## config.mk

```make
export PLATFORM = sky130hd
export DESIGN_NAME = serial_adder
export DESIGN_NICKNAME = d
export VERILOG_FILES = /design/src/rtl/serial_adder_pkg.sv /design/src/rtl/full_adder.sv /design/src/rtl/serial_adder.sv
export SDC_FILE = /design/constraint.sdc
export NUM_CORES = 1
export LEC_CHECK = 0
export CAP_MARGIN = 20
export CORE_MARGIN = 1
export CORE_UTILIZATION = 50
export DETAILED_ROUTE_END_ITERATION = 8
export PLACE_DENSITY_LB_ADDON = 0.12
export SYNTH_ARGS = -nofsm -noshare
export SYNTH_HDL_FRONTEND = slang
export SYNTH_SLANG_ARGS = --single-unit
```

## constraint.sdc

```tcl
create_clock -name clk -period 2.2 [get_ports clk]
set_clock_uncertainty 0.05 [all_clocks]
set_input_delay 0.55 -clock clk [delete_from_list [all_inputs] [get_ports clk]]
set_output_delay 0.55 -clock clk [all_outputs]
set_load 0.02 [all_outputs]
```

## src/rtl/serial_adder_pkg.sv

```systemverilog
// Shared types and defaults for the bit-serial adder.
package serial_adder_pkg;

    typedef enum logic [1:0] {
        S_IDLE,
        S_RUN,
        S_DONE
    } state_t;

    localparam int DEFAULT_WIDTH = 8;

endpackage

```

## src/rtl/full_adder.sv

```systemverilog
// 1-bit full adder cell: sum and carry of three input bits.
module full_adder (
    input  logic a,
    input  logic b,
    input  logic c,
    output logic sum,
    output logic carry
);

    assign sum   = a ^ b ^ c;
    assign carry = (a & b) | (c & (a ^ b));

endmodule

```

## src/rtl/serial_adder.sv

```systemverilog
// Bit-serial WIDTH-bit adder: operands are shifted LSB-first through one
// full_adder cell, with the carry held in a flop between bits.
module serial_adder
    import serial_adder_pkg::*;
#(
    parameter int WIDTH = DEFAULT_WIDTH
) (
    input  logic             clk,
    input  logic             rst_n,
    input  logic             start,
    input  logic [WIDTH-1:0] a_in,
    input  logic [WIDTH-1:0] b_in,
    input  logic             cin,
    output logic             busy,
    output logic             done,
    output logic [WIDTH-1:0] sum_out,
    output logic             cout
);

    localparam int CW = $clog2(WIDTH);

    state_t           state;
    logic [WIDTH-1:0] a_sh;
    logic [WIDTH-1:0] b_sh;
    logic [WIDTH-1:0] r_sh;
    logic             carry_q;
    logic [CW-1:0]    cnt;
    logic             fa_sum;
    logic             fa_carry;

    full_adder u_fa (
        .a     (a_sh[0]),
        .b     (b_sh[0]),
        .c     (carry_q),
        .sum   (fa_sum),
        .carry (fa_carry)
    );

    // busy/done are registered alongside the state so they track it exactly.
    always_ff @(posedge clk) begin
        if (!rst_n) begin
            state   <= S_IDLE;
            a_sh    <= '0;
            b_sh    <= '0;
            r_sh    <= '0;
            carry_q <= 1'b0;
            cnt     <= '0;
            sum_out <= '0;
            cout    <= 1'b0;
            busy    <= 1'b0;
            done    <= 1'b0;
        end else begin
            case (state)
                S_IDLE: begin
                    if (start) begin
                        a_sh    <= a_in;
                        b_sh    <= b_in;
                        carry_q <= cin;
                        cnt     <= '0;
                        state   <= S_RUN;
                        busy    <= 1'b1;
                    end
                end
                S_RUN: begin
                    carry_q <= fa_carry;
                    a_sh    <= a_sh >> 1;
                    b_sh    <= b_sh >> 1;
                    r_sh    <= {fa_sum, r_sh[WIDTH-1:1]};
                    cnt     <= cnt + CW'(1);
                    if (cnt == CW'(WIDTH - 1)) begin
                        sum_out <= {fa_sum, r_sh[WIDTH-1:1]};
                        cout    <= fa_carry;
                        state   <= S_DONE;
                        done    <= 1'b1;
                    end
                end
                S_DONE: begin
                    state <= S_IDLE;
                    busy  <= 1'b0;
                    done  <= 1'b0;
                end
                default: begin
                    state <= S_IDLE;
                    busy  <= 1'b0;
                    done  <= 1'b0;
                end
            endcase
        end
    end

endmodule

```

Fig. 1: PDN straps and rails
Pins as bars on the die edge.
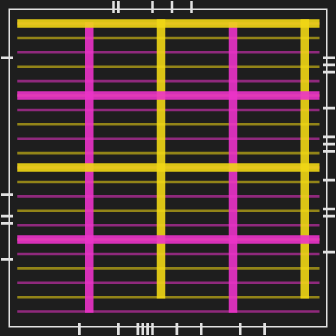
Key: VSS = magenta; VDD = yellow
4 straps on met5. 4 straps on met4. 31 signal pins sit on the boundary.

Fig. 2: selected gate families
Bar = 20 µm.
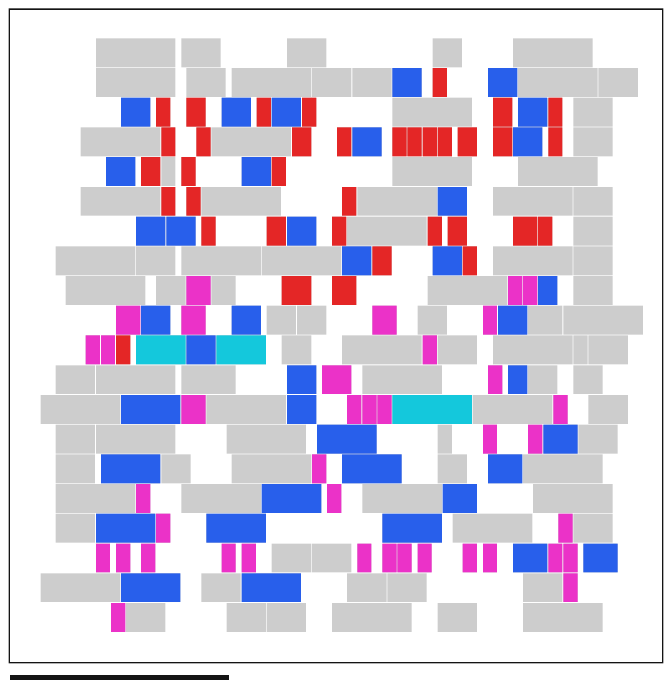
Key: fa/ha/maj cells = cyan [cells 3, most used ha_1]; nand cells = red [cells 36, most used nand2_1]; aoi and oai cells = blue [cells 39, most used a21boi_0]; nor cells = magenta [cells 39, most used nor2_1]

Fig. 3: signal wires on met1
Bar = 20 µm. Supply wires on this layer in gray.
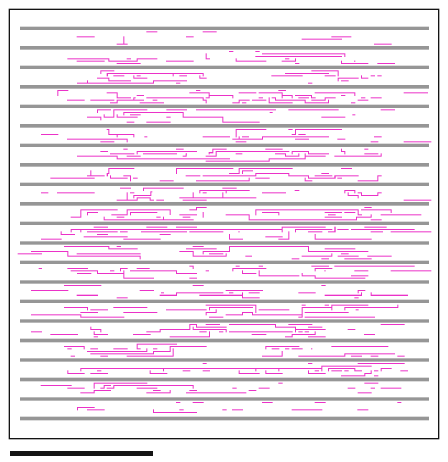
The layer carries 1,520 µm of wire. The wires run mostly horizontal. 205 nets have wire on it. The layer holds 47% of the routed length.

Fig. 4: routing congestion
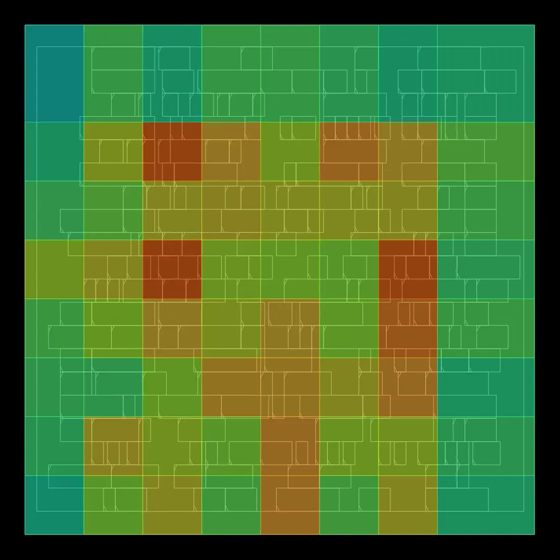
WL/cell: 12.86 µm
final core occ: 0.6585
met3 Use GR: 0.05844

Fig. 5: the metal 3 layer
Bar = 20 µm. Cells faint in the background.
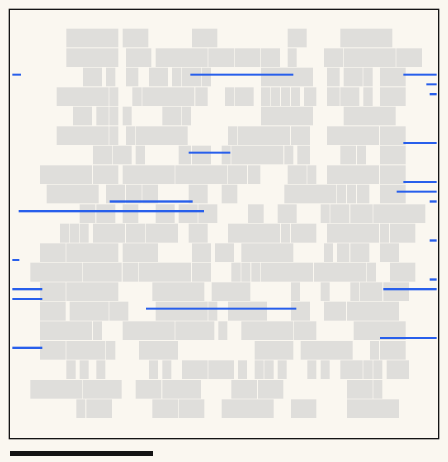
The wires run mostly horizontal. The longest straight run is 25.5 µm. 18 nets have wire on it. The layer holds 4.0% of the routed length.

==> metrics.yaml <==
clk_latency_ps: 340
fillCellCount: 277
clk-power_mw: 0.377
crit_path_cell_trace: "clkdlybuf4s50_1"
holdBufCountCts: 0
die_height_um: 59.67
inverters_excl_clock: 1
flop-count: 40
vias_per_cell: 5.232
finalPower_mw: 1.333
ff2ff_path_depth: 4
hold_path_class: "reg2reg"
sw_frac_of_total: 0.2457
grtUsageMet1: 0.2517
slew_violations: 0
crit_type: "reg2out"
rows: 20
placedInstanceArea_um2: 1984
chip_area_um2: 3561
top_area_frac: 0.4816
yosysMostFrequentCell: "dfxtp_1"
cts-htree-levels: 2
endpoint: "cout"
power.group.top: "registers"
timing.rr.start: "state[0]"
edf_count: 0
whs_ps: 417.1
dp_hpwl_um: 2222
startpoint: "cout"
cts_root_buffer: "clkbuf_4"
simple_gate_area_frac: 0.2002
grt_max_degree: 39
via_count: 1308
fin_area_um2: 2043
slowest_delay_ps: 610
comb_share: 0.3754
drc_errors: 0
rsz0062_at_grt: "no"
hp-start: "sum_out[3]"
yosys_area_um2: 1663
grt_pass1_wl_um: 5388
grtUsageMet2: 0.3381
ys.flops: 40
cp.required_ps: 1600
status: "finished, final reports clean"
layout_top_cell: "dfxtp_1"
p_clk_frac: 0.283
gp_congestion: 0.6888
cp_max_fo: 2
